[config.mk]
export PLATFORM = sky130hd
export DESIGN_NAME = crtc_regs_flat
export DESIGN_NICKNAME = d
export VERILOG_FILES = /design/src/rtl/crtc_pkg.sv /design/src/rtl/crtc_regs_if.sv /design/src/rtl/crtc_lpen_latch.sv /design/src/rtl/crtc_regs.sv /design/src/flat_wrapper.sv
export SDC_FILE = /design/constraint.sdc
export NUM_CORES = 1
export LEC_CHECK = 0
export ABC_AREA = 1
export CAP_MARGIN = 20
export CORE_MARGIN = 2
export CORE_UTILIZATION = 52
export CTS_CLUSTER_SIZE = 25
export DETAILED_ROUTE_END_ITERATION = 7
export PLACE_DENSITY_LB_ADDON = 0.08
export SYNTH_ARGS = -nofsm -noshare
export SYNTH_HDL_FRONTEND = slang
export SYNTH_HIERARCHICAL = 1
export SYNTH_SLANG_ARGS = --single-unit
[constraint.sdc]
create_clock -name clk_i -period 10.3 [get_ports clk_i]
set_clock_uncertainty 0.2 [all_clocks]
set_input_delay 2.575 -clock clk_i [delete_from_list [all_inputs] [get_ports clk_i]]
set_output_delay 2.575 -clock clk_i [all_outputs]
set_load 0.01 [all_outputs]
[src/rtl/crtc_pkg.sv]
// crtc_pkg: register indices, reset values, width masks and status bit
// positions shared by the 6545-style CRTC register file.
package crtc_pkg;

  localparam logic [4:0] R0_H_TOTAL       = 5'd0;
  localparam logic [4:0] R1_H_DISPLAYED   = 5'd1;
  localparam logic [4:0] R2_H_SYNC_POS    = 5'd2;
  localparam logic [4:0] R3_SYNC_WIDTH    = 5'd3;
  localparam logic [4:0] R4_V_TOTAL       = 5'd4;
  localparam logic [4:0] R5_V_ADJUST      = 5'd5;
  localparam logic [4:0] R6_V_DISPLAYED   = 5'd6;
  localparam logic [4:0] R7_V_SYNC_POS    = 5'd7;
  localparam logic [4:0] R8_MODE          = 5'd8;
  localparam logic [4:0] R9_SCAN_LINES    = 5'd9;
  localparam logic [4:0] R10_CURSOR_START = 5'd10;
  localparam logic [4:0] R11_CURSOR_END   = 5'd11;
  localparam logic [4:0] R12_START_HI     = 5'd12;
  localparam logic [4:0] R13_START_LO     = 5'd13;
  localparam logic [4:0] R14_CURSOR_HI    = 5'd14;
  localparam logic [4:0] R15_CURSOR_LO    = 5'd15;
  localparam logic [4:0] R16_LPEN_HI      = 5'd16;
  localparam logic [4:0] R17_LPEN_LO      = 5'd17;

  localparam logic [7:0] R0_RESET  = 8'd63;
  localparam logic [7:0] R1_RESET  = 8'd40;
  localparam logic [7:0] R2_RESET  = 8'd48;
  localparam logic [7:0] R3_RESET  = 8'h15;
  localparam logic [7:0] R4_RESET  = 8'd32;
  localparam logic [7:0] R5_RESET  = 8'd0;
  localparam logic [7:0] R6_RESET  = 8'd25;
  localparam logic [7:0] R7_RESET  = 8'd28;
  localparam logic [7:0] R8_RESET  = 8'd0;
  localparam logic [7:0] R9_RESET  = 8'd7;
  localparam logic [7:0] R10_RESET = 8'd0;
  localparam logic [7:0] R11_RESET = 8'd0;
  localparam logic [7:0] R12_RESET = 8'h10;
  localparam logic [7:0] R13_RESET = 8'd0;
  localparam logic [7:0] R14_RESET = 8'd0;
  localparam logic [7:0] R15_RESET = 8'd0;
  localparam logic [7:0] R16_RESET = 8'd0;
  localparam logic [7:0] R17_RESET = 8'd0;

  localparam logic [7:0] R0_MASK  = 8'hFF;
  localparam logic [7:0] R1_MASK  = 8'hFF;
  localparam logic [7:0] R2_MASK  = 8'hFF;
  localparam logic [7:0] R3_MASK  = 8'hFF;
  localparam logic [7:0] R4_MASK  = 8'h7F;
  localparam logic [7:0] R5_MASK  = 8'h1F;
  localparam logic [7:0] R6_MASK  = 8'h7F;
  localparam logic [7:0] R7_MASK  = 8'h7F;
  localparam logic [7:0] R8_MASK  = 8'hFF;
  localparam logic [7:0] R9_MASK  = 8'h1F;
  localparam logic [7:0] R10_MASK = 8'h7F;
  localparam logic [7:0] R11_MASK = 8'h1F;
  localparam logic [7:0] R12_MASK = 8'h3F;
  localparam logic [7:0] R13_MASK = 8'hFF;
  localparam logic [7:0] R14_MASK = 8'h3F;
  localparam logic [7:0] R15_MASK = 8'hFF;
  localparam logic [7:0] R16_MASK = 8'h3F;
  localparam logic [7:0] R17_MASK = 8'hFF;

  localparam int ST_PENDING   = 7;
  localparam int ST_LPEN_FULL = 6;
  localparam int ST_VBLANK    = 5;

  // Writable register slots (R0..R15); R16/R17 are read-only.
  localparam int NUM_WR_REGS = 16;

  function automatic logic [7:0] reg_mask(input logic [4:0] idx);
    case (idx)
      R0_H_TOTAL:       return R0_MASK;
      R1_H_DISPLAYED:   return R1_MASK;
      R2_H_SYNC_POS:    return R2_MASK;
      R3_SYNC_WIDTH:    return R3_MASK;
      R4_V_TOTAL:       return R4_MASK;
      R5_V_ADJUST:      return R5_MASK;
      R6_V_DISPLAYED:   return R6_MASK;
      R7_V_SYNC_POS:    return R7_MASK;
      R8_MODE:          return R8_MASK;
      R9_SCAN_LINES:    return R9_MASK;
      R10_CURSOR_START: return R10_MASK;
      R11_CURSOR_END:   return R11_MASK;
      R12_START_HI:     return R12_MASK;
      R13_START_LO:     return R13_MASK;
      R14_CURSOR_HI:    return R14_MASK;
      R15_CURSOR_LO:    return R15_MASK;
      R16_LPEN_HI:      return R16_MASK;
      R17_LPEN_LO:      return R17_MASK;
      default:          return 8'h00;
    endcase
  endfunction

  function automatic logic [7:0] reg_reset(input logic [4:0] idx);
    case (idx)
      R0_H_TOTAL:       return R0_RESET;
      R1_H_DISPLAYED:   return R1_RESET;
      R2_H_SYNC_POS:    return R2_RESET;
      R3_SYNC_WIDTH:    return R3_RESET;
      R4_V_TOTAL:       return R4_RESET;
      R5_V_ADJUST:      return R5_RESET;
      R6_V_DISPLAYED:   return R6_RESET;
      R7_V_SYNC_POS:    return R7_RESET;
      R8_MODE:          return R8_RESET;
      R9_SCAN_LINES:    return R9_RESET;
      R10_CURSOR_START: return R10_RESET;
      R11_CURSOR_END:   return R11_RESET;
      R12_START_HI:     return R12_RESET;
      R13_START_LO:     return R13_RESET;
      R14_CURSOR_HI:    return R14_RESET;
      R15_CURSOR_LO:    return R15_RESET;
      default:          return 8'h00;
    endcase
  endfunction

  // Timing and display-start registers are shadowed until the next v_sync.
  function automatic logic is_buffered(input logic [4:0] idx);
    return (idx <= R9_SCAN_LINES) || (idx == R12_START_HI) || (idx == R13_START_LO);
  endfunction

endpackage

[src/rtl/crtc_regs_if.sv]
// crtc_regs_if: CPU-side register bus of the CRTC (select, strobes, data).
interface crtc_regs_if;
  logic       rs_i;
  logic       wr_strobe_i;
  logic       rd_strobe_i;
  logic [7:0] data_i;
  logic [7:0] data_o;

  modport master (
    output rs_i, wr_strobe_i, rd_strobe_i, data_i,
    input  data_o
  );

  modport slave (
    input  rs_i, wr_strobe_i, rd_strobe_i, data_i,
    output data_o
  );
endinterface

[src/rtl/crtc_lpen_latch.sv]
// crtc_lpen_latch: light-pen edge detector, 14-bit refresh-address latch and
// full flag. A capture is refused while full; a clearing read beats a
// coincident capture so the CPU never loses the value it is reading.
module crtc_lpen_latch (
  input  logic        clk_i,
  input  logic        reset_i,
  input  logic        lpen_i,
  input  logic [13:0] ma_i,
  input  logic        clear_i,
  output logic [13:0] lpen_addr_o,
  output logic        full_o
);

  logic        lpen_q;
  logic [13:0] addr_q;
  logic        full_q;
  logic        lpen_rise;

  assign lpen_rise = lpen_i & ~lpen_q;

  // Edge history, capture and full flag with clear priority.
  always_ff @(posedge clk_i or posedge reset_i) begin
    if (reset_i) begin
      lpen_q <= 1'b0;
      addr_q <= '0;
      full_q <= 1'b0;
    end else begin
      lpen_q <= lpen_i;
      if (clear_i) begin
        full_q <= 1'b0;
      end else if (lpen_rise && !full_q) begin
        addr_q <= ma_i;
        full_q <= 1'b1;
      end
    end
  end

  assign lpen_addr_o = addr_q;
  assign full_o      = full_q;

endmodule

[src/rtl/crtc_regs.sv]
// crtc_regs: 6545-style CRTC register file. Timing registers are shadowed and
// copied live on each v_sync rising edge; cursor registers are immediate.
// Optional light-pen latch is built when CRTC_LIGHTPEN_EN is defined.
module crtc_regs
  import crtc_pkg::*;
(
  input  logic              clk_i,
  input  logic              reset_i,
  crtc_regs_if.slave        bus,
  input  logic              v_sync_i,
  input  logic              v_active_i,
  input  logic              lpen_i,
  input  logic [13:0]       ma_i,
  output logic [7:0]        h_total_o,
  output logic [7:0]        h_displayed_o,
  output logic [7:0]        h_sync_pos_o,
  output logic [7:0]        sync_width_o,
  output logic [6:0]        v_total_o,
  output logic [4:0]        v_adjust_o,
  output logic [6:0]        v_displayed_o,
  output logic [6:0]        v_sync_pos_o,
  output logic [7:0]        mode_o,
  output logic [4:0]        scan_lines_o,
  output logic [13:0]       display_start_o,
  output logic [1:0]        cursor_mode_o,
  output logic [4:0]        cursor_start_o,
  output logic [4:0]        cursor_end_o,
  output logic [13:0]       cursor_addr_o
);

  logic [4:0] addr_q;
  logic       v_sync_q;
  logic       pending_q;
  logic [7:0] shadow_q [NUM_WR_REGS];
  logic [7:0] live_q   [NUM_WR_REGS];
  logic [7:0] r10_q, r11_q, r14_q, r15_q;

  logic       addr_wr;
  logic       data_wr;
  logic       buf_wr;
  logic       vs_rise;
  logic [7:0] wdata_m;

  logic [13:0] lpen_addr;
  logic        lpen_full;

  assign addr_wr = bus.wr_strobe_i & ~bus.rs_i;
  assign data_wr = bus.wr_strobe_i &  bus.rs_i;
  assign buf_wr  = data_wr & is_buffered(addr_q);
  assign vs_rise = v_sync_i & ~v_sync_q;
  assign wdata_m = bus.data_i & reg_mask(addr_q);

  // Address register, v_sync edge history and the pending flag. A write in
  // the same cycle as a v_sync rise keeps pending set for the next frame.
  always_ff @(posedge clk_i or posedge reset_i) begin
    if (reset_i) begin
      addr_q    <= '0;
      v_sync_q  <= 1'b0;
      pending_q <= 1'b0;
    end else begin
      v_sync_q <= v_sync_i;
      if (addr_wr)
        addr_q <= bus.data_i[4:0];
      if (buf_wr)
        pending_q <= 1'b1;
      else if (vs_rise)
        pending_q <= 1'b0;
    end
  end

  // Shadow copies of the buffered registers; unbuffered slots stay at zero.
  always_ff @(posedge clk_i or posedge reset_i) begin
    if (reset_i) begin
      for (int i = 0; i < NUM_WR_REGS; i++)
        shadow_q[i] <= reg_reset(5'(i));
    end else if (buf_wr) begin
      shadow_q[addr_q[3:0]] <= wdata_m;
    end
  end

  // Live timing copy: takes the pre-write shadow on every v_sync rise.
  always_ff @(posedge clk_i or posedge reset_i) begin
    if (reset_i) begin
      for (int i = 0; i < NUM_WR_REGS; i++)
        live_q[i] <= reg_reset(5'(i));
    end else if (vs_rise) begin
      live_q <= shadow_q;
    end
  end

  // Immediate cursor registers, visible on the strobe edge.
  always_ff @(posedge clk_i or posedge reset_i) begin
    if (reset_i) begin
      r10_q <= R10_RESET;
      r11_q <= R11_RESET;
      r14_q <= R14_RESET;
      r15_q <= R15_RESET;
    end else if (data_wr) begin
      case (addr_q)
        R10_CURSOR_START: r10_q <= wdata_m;
        R11_CURSOR_END:   r11_q <= wdata_m;
        R14_CURSOR_HI:    r14_q <= wdata_m;
        R15_CURSOR_LO:    r15_q <= wdata_m;
        default: ;
      endcase
    end
  end

`ifdef CRTC_LIGHTPEN_EN
  logic lpen_clear;
  assign lpen_clear = bus.rd_strobe_i & bus.rs_i &
                      ((addr_q == R16_LPEN_HI) | (addr_q == R17_LPEN_LO));

  crtc_lpen_latch u_lpen (
    .clk_i       (clk_i),
    .reset_i     (reset_i),
    .lpen_i      (lpen_i),
    .ma_i        (ma_i),
    .clear_i     (lpen_clear),
    .lpen_addr_o (lpen_addr),
    .full_o      (lpen_full)
  );
`else
  // Without the light pen these inputs have no function.
  logic unused_lpen;
  assign unused_lpen = ^{lpen_i, ma_i, bus.rd_strobe_i};
  assign lpen_addr   = '0;
  assign lpen_full   = 1'b0;
`endif

  // CPU read mux: status on rs=0, R14..R17 on rs=1, everything else zero.
  always_comb begin
    bus.data_o = '0;
    if (!bus.rs_i) begin
      bus.data_o[ST_PENDING]   = pending_q;
      bus.data_o[ST_LPEN_FULL] = lpen_full;
      bus.data_o[ST_VBLANK]    = ~v_active_i;
    end else begin
      case (addr_q)
        R14_CURSOR_HI: bus.data_o = r14_q;
        R15_CURSOR_LO: bus.data_o = r15_q;
        R16_LPEN_HI:   bus.data_o = {2'b00, lpen_addr[13:8]};
        R17_LPEN_LO:   bus.data_o = lpen_addr[7:0];
        default:       bus.data_o = '0;
      endcase
    end
  end

  assign h_total_o       = live_q[R0_H_TOTAL[3:0]];
  assign h_displayed_o   = live_q[R1_H_DISPLAYED[3:0]];
  assign h_sync_pos_o    = live_q[R2_H_SYNC_POS[3:0]];
  assign sync_width_o    = live_q[R3_SYNC_WIDTH[3:0]];
  assign v_total_o       = live_q[R4_V_TOTAL[3:0]][6:0];
  assign v_adjust_o      = live_q[R5_V_ADJUST[3:0]][4:0];
  assign v_displayed_o   = live_q[R6_V_DISPLAYED[3:0]][6:0];
  assign v_sync_pos_o    = live_q[R7_V_SYNC_POS[3:0]][6:0];
  assign mode_o          = live_q[R8_MODE[3:0]];
  assign scan_lines_o    = live_q[R9_SCAN_LINES[3:0]][4:0];
  assign display_start_o = {live_q[R12_START_HI[3:0]][5:0], live_q[R13_START_LO[3:0]]};

  assign cursor_mode_o   = r10_q[6:5];
  assign cursor_start_o  = r10_q[4:0];
  assign cursor_end_o    = r11_q[4:0];
  assign cursor_addr_o   = {r14_q[5:0], r15_q};

endmodule

[src/flat_wrapper.sv]
// flat-port wrapper written by rule: the top's interface ports become plain ports
module crtc_regs_flat import crtc_pkg::*;
  (clk_i, reset_i, v_sync_i, v_active_i, lpen_i, ma_i, h_total_o, h_displayed_o, h_sync_pos_o, sync_width_o, v_total_o, v_adjust_o, v_displayed_o, v_sync_pos_o, mode_o, scan_lines_o, display_start_o, cursor_mode_o, cursor_start_o, cursor_end_o, cursor_addr_o, bus_rs_i, bus_wr_strobe_i, bus_rd_strobe_i, bus_data_i, bus_data_o);
  crtc_regs_if bus_i ();
  input  logic clk_i;
  input  logic reset_i;
  input  logic v_sync_i;
  input  logic v_active_i;
  input  logic lpen_i;
  input  logic [13:0] ma_i;
  output logic [7:0] h_total_o;
  output logic [7:0] h_displayed_o;
  output logic [7:0] h_sync_pos_o;
  output logic [7:0] sync_width_o;
  output logic [6:0] v_total_o;
  output logic [4:0] v_adjust_o;
  output logic [6:0] v_displayed_o;
  output logic [6:0] v_sync_pos_o;
  output logic [7:0] mode_o;
  output logic [4:0] scan_lines_o;
  output logic [13:0] display_start_o;
  output logic [1:0] cursor_mode_o;
  output logic [4:0] cursor_start_o;
  output logic [4:0] cursor_end_o;
  output logic [13:0] cursor_addr_o;
  input wire logic [$bits(bus_i.rs_i)-1:0] bus_rs_i;
  input wire logic [$bits(bus_i.wr_strobe_i)-1:0] bus_wr_strobe_i;
  input wire logic [$bits(bus_i.rd_strobe_i)-1:0] bus_rd_strobe_i;
  input wire logic [$bits(bus_i.data_i)-1:0] bus_data_i;
  output wire logic [$bits(bus_i.data_o)-1:0] bus_data_o;
  assign bus_i.rs_i = bus_rs_i;
  assign bus_i.wr_strobe_i = bus_wr_strobe_i;
  assign bus_i.rd_strobe_i = bus_rd_strobe_i;
  assign bus_i.data_i = bus_data_i;
  assign bus_data_o = bus_i.data_o;
  crtc_regs u_core (.clk_i(clk_i), .reset_i(reset_i), .bus(bus_i), .v_sync_i(v_sync_i), .v_active_i(v_active_i), .lpen_i(lpen_i), .ma_i(ma_i), .h_total_o(h_total_o), .h_displayed_o(h_displayed_o), .h_sync_pos_o(h_sync_pos_o), .sync_width_o(sync_width_o), .v_total_o(v_total_o), .v_adjust_o(v_adjust_o), .v_displayed_o(v_displayed_o), .v_sync_pos_o(v_sync_pos_o), .mode_o(mode_o), .scan_lines_o(scan_lines_o), .display_start_o(display_start_o), .cursor_mode_o(cursor_mode_o), .cursor_start_o(cursor_start_o), .cursor_end_o(cursor_end_o), .cursor_addr_o(cursor_addr_o));
endmodule
**Clock wires, drivers and flops**

The bar under the picture is 50 um long.
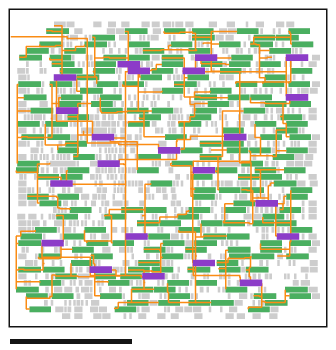
[orange] clock wires | length: 2390 um
[green] flip-flops | count: 205
[purple] clock-net drivers | count: 22
routed clock nets: 23
flops lie: spread over the die
clk latency late pin: 490 ps
Clk power: 0.794 mW
Clock power frac: 32.2%

**Clock wiring as the flow saved it**

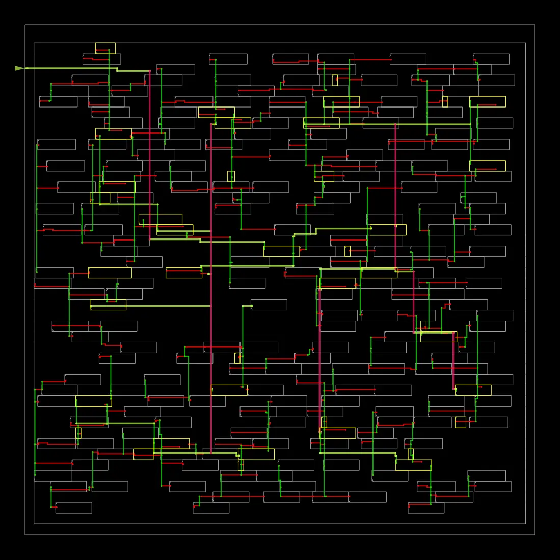
clkbuf count: 36
clock sinks: 205
flop count: 205
Inserted Clock Buffers: 22

**Power grid**

Pins as bars on the die edge. Tap cells in gray.
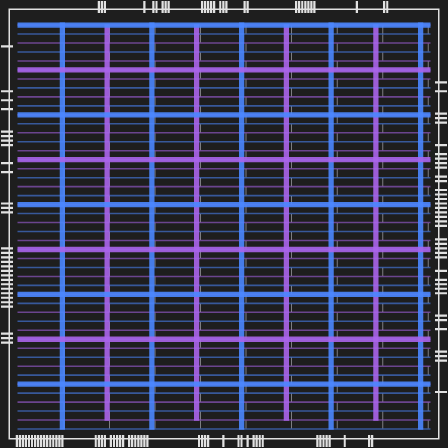
[blue] VSS
[purple] VDD
met5 straps: 9
met4 straps: 9
Peak VDD IR: 0.1647 mV
Core Area: 15310 sq um
die span in y: 129.7 um

**Placed cells, one color a class**

The bar under the picture is 50 um long.
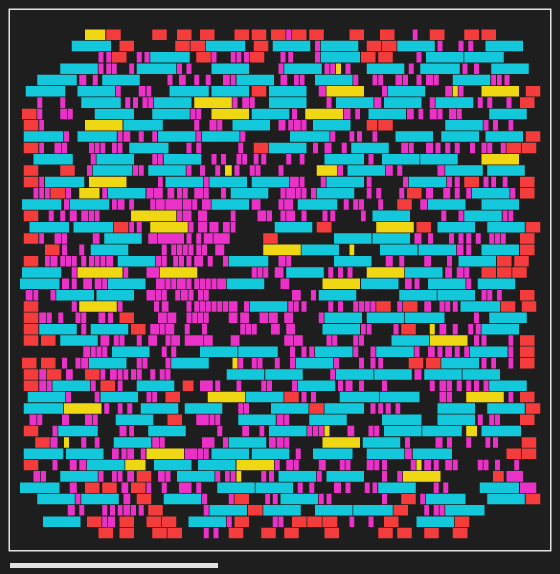
[cyan] registers | cells: 205
[magenta] remaining logic cells | cells: 656
[red] remaining buffers and delay cells | cells: 135
[yellow] clock drivers and dummy loads | cells: 40

**Selected gate families**

The bar under the picture is 50 um long.
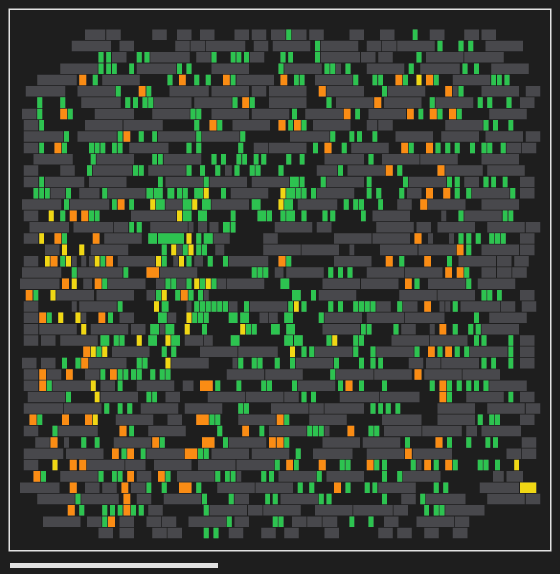
[orange] aoi and oai cells | cells: 102 | most used: o21ai_0 | where: spread over the die
[yellow] inv cells | cells: 45 | most used: inv_1
[green] nand cells | cells: 474 | most used: nand2_1 | where: spread over the die

==> Slide: Implementation Results <==
Flow Results at a Glance

Final layout
  • Ant diodes: 0
  • Nets: 1051
  • Fraction of area in multi-input gates: 25.28%
  • Non-clock buffers, area share: 13.02%
  • Area delta synth->final: 25.64%
  • Fraction of layout cells with a size suffix above 1: 11.29%
  • Flop area: 5190 sq um
  • Area-dominant class: sequential cells
  • Logic area: 2609 sq um
  • Post-route cell area: 10320 sq um
  • Fin cells: 1247
  • Final core occ: 67.39%
  • Most instantiated logic cells after routing: nand2_1 (438), dfrtp_1 (157), clkdlybuf4s50_1 (132)
  • #MultiIn Comb: 611

Routing
  • Met2 wire len: 8.766 mm
  • Vias: 6284
  • Met3 wire length: 1.061 mm
  • Antenna Nets Post-Route: 0
  • Top routing layer in use: met4
  • Drc violations: 0
  • DRT Pass-1 Iters: 5
  • Initial DRC Count: 341
  • Final wirelength: 19.08 mm

Final timing
  • Minimum clock period: 6844 ps
  • Final Hold Fails: 0
  • WHS: 258.8 ps
  • Worst Max-Slew Pin Slew: 978.1 ps
  • Max-slew headroom: 34.80%
  • Max-slew violations: 0
  • Final count of negative-setup-slack endpoints: 0

CTS
  • Post-CTS resize count: 0
  • CTS Hold Buffers Added: 0
  • CTS tree: yes
  • H-tree depth: 1
  • Reg clk slew, reported paths: 50 ps
  • Postcts setup bufs: 0

Setup path
  • Max FO, Critical Path: 7
  • Worst Setup Start Kind: input port
  • WP data required: 7530 ps
  • RR Endpoint: u_core/mode_o[0]
  • R2R Path Start: u_core/v_sync_q
  • Critical path endpoint category: primary output

Yosys
  • Post-synth EDFFs: 0
  • Simple Share, Synth: 25.03%
  • Post-synth regs: 205
  • Yosys xor share: 0%
  • Synthesized area per cell: 9.017 sq um
  • Ys flop type: dfrtp_1
  • Top cells by area, synth: dfrtp_1 (48%), nand2_1 (20%), dfstp_2 (15%), o21ai_0 (3.7%), nand4_1 (2.2%)
  • Synth mux share: 0%
  • Most frequent cell after synthesis: nand2_1
  • Nets at Floorplan: 942
  • Ys cells: 911
  • Top cell type's share of synthesized area: 47.83%

Die
  • Die width: 129.7 um
  • TAP cells: 211
  • Row Count: 45
  • FP Util: 53.64%
  • Boundary Pins: 149

Run status
  • Status: complete, no violations

GRT
  • Met3 usage: 4.418%
  • Vias in the first global route: 6068
  • Global route overflow: 0
  • Largest net degree at the start of global routing: 129
  • Met2 Usage GRT: 36.53%

Hold path
  • Worst Hold End: u_core/v_sync_pos_o[4]
  • HP Class: reg -> reg

Run
  • Tool warnings: 44
  • Max-cap violations: 0

Place
  • IO buf count: 132
  • Placed insts: 1207
  • DP Area: 9583 sq um

Pwr
  • Pleak: 4.960 nW
-- state kept, by name, summed over array words and instances, names as in the netlist, 7 cells and up --
name,flops
u_core/h_total_o,8
u_core/v_displayed_o,7
u_core/r14_q,8
u_core/v_total_o,7
u_core/r15_q,8
u_core/display_start_o,14
u_core/sync_width_o,8
u_core/r10_q,7
u_core/h_displayed_o,8
u_core/shadow_q,85
u_core/v_sync_pos_o,7
u_core/h_sync_pos_o,8
u_core/mode_o,8
-- where the power goes --
group,switching [mW],internal (mW)
Combinational,0.264,0.257
Clock,0.304,0.490
Sequential,0.109,1.04
-- worst max-delay path, cell delays in order --
cell,delay [ps]
clkdlybuf4s50_1,580
inv_1,170
a21oi_1,180
clkdlybuf4s50_1,570
Power figures rest on the tool's default switching activity, not on a simulated workload.
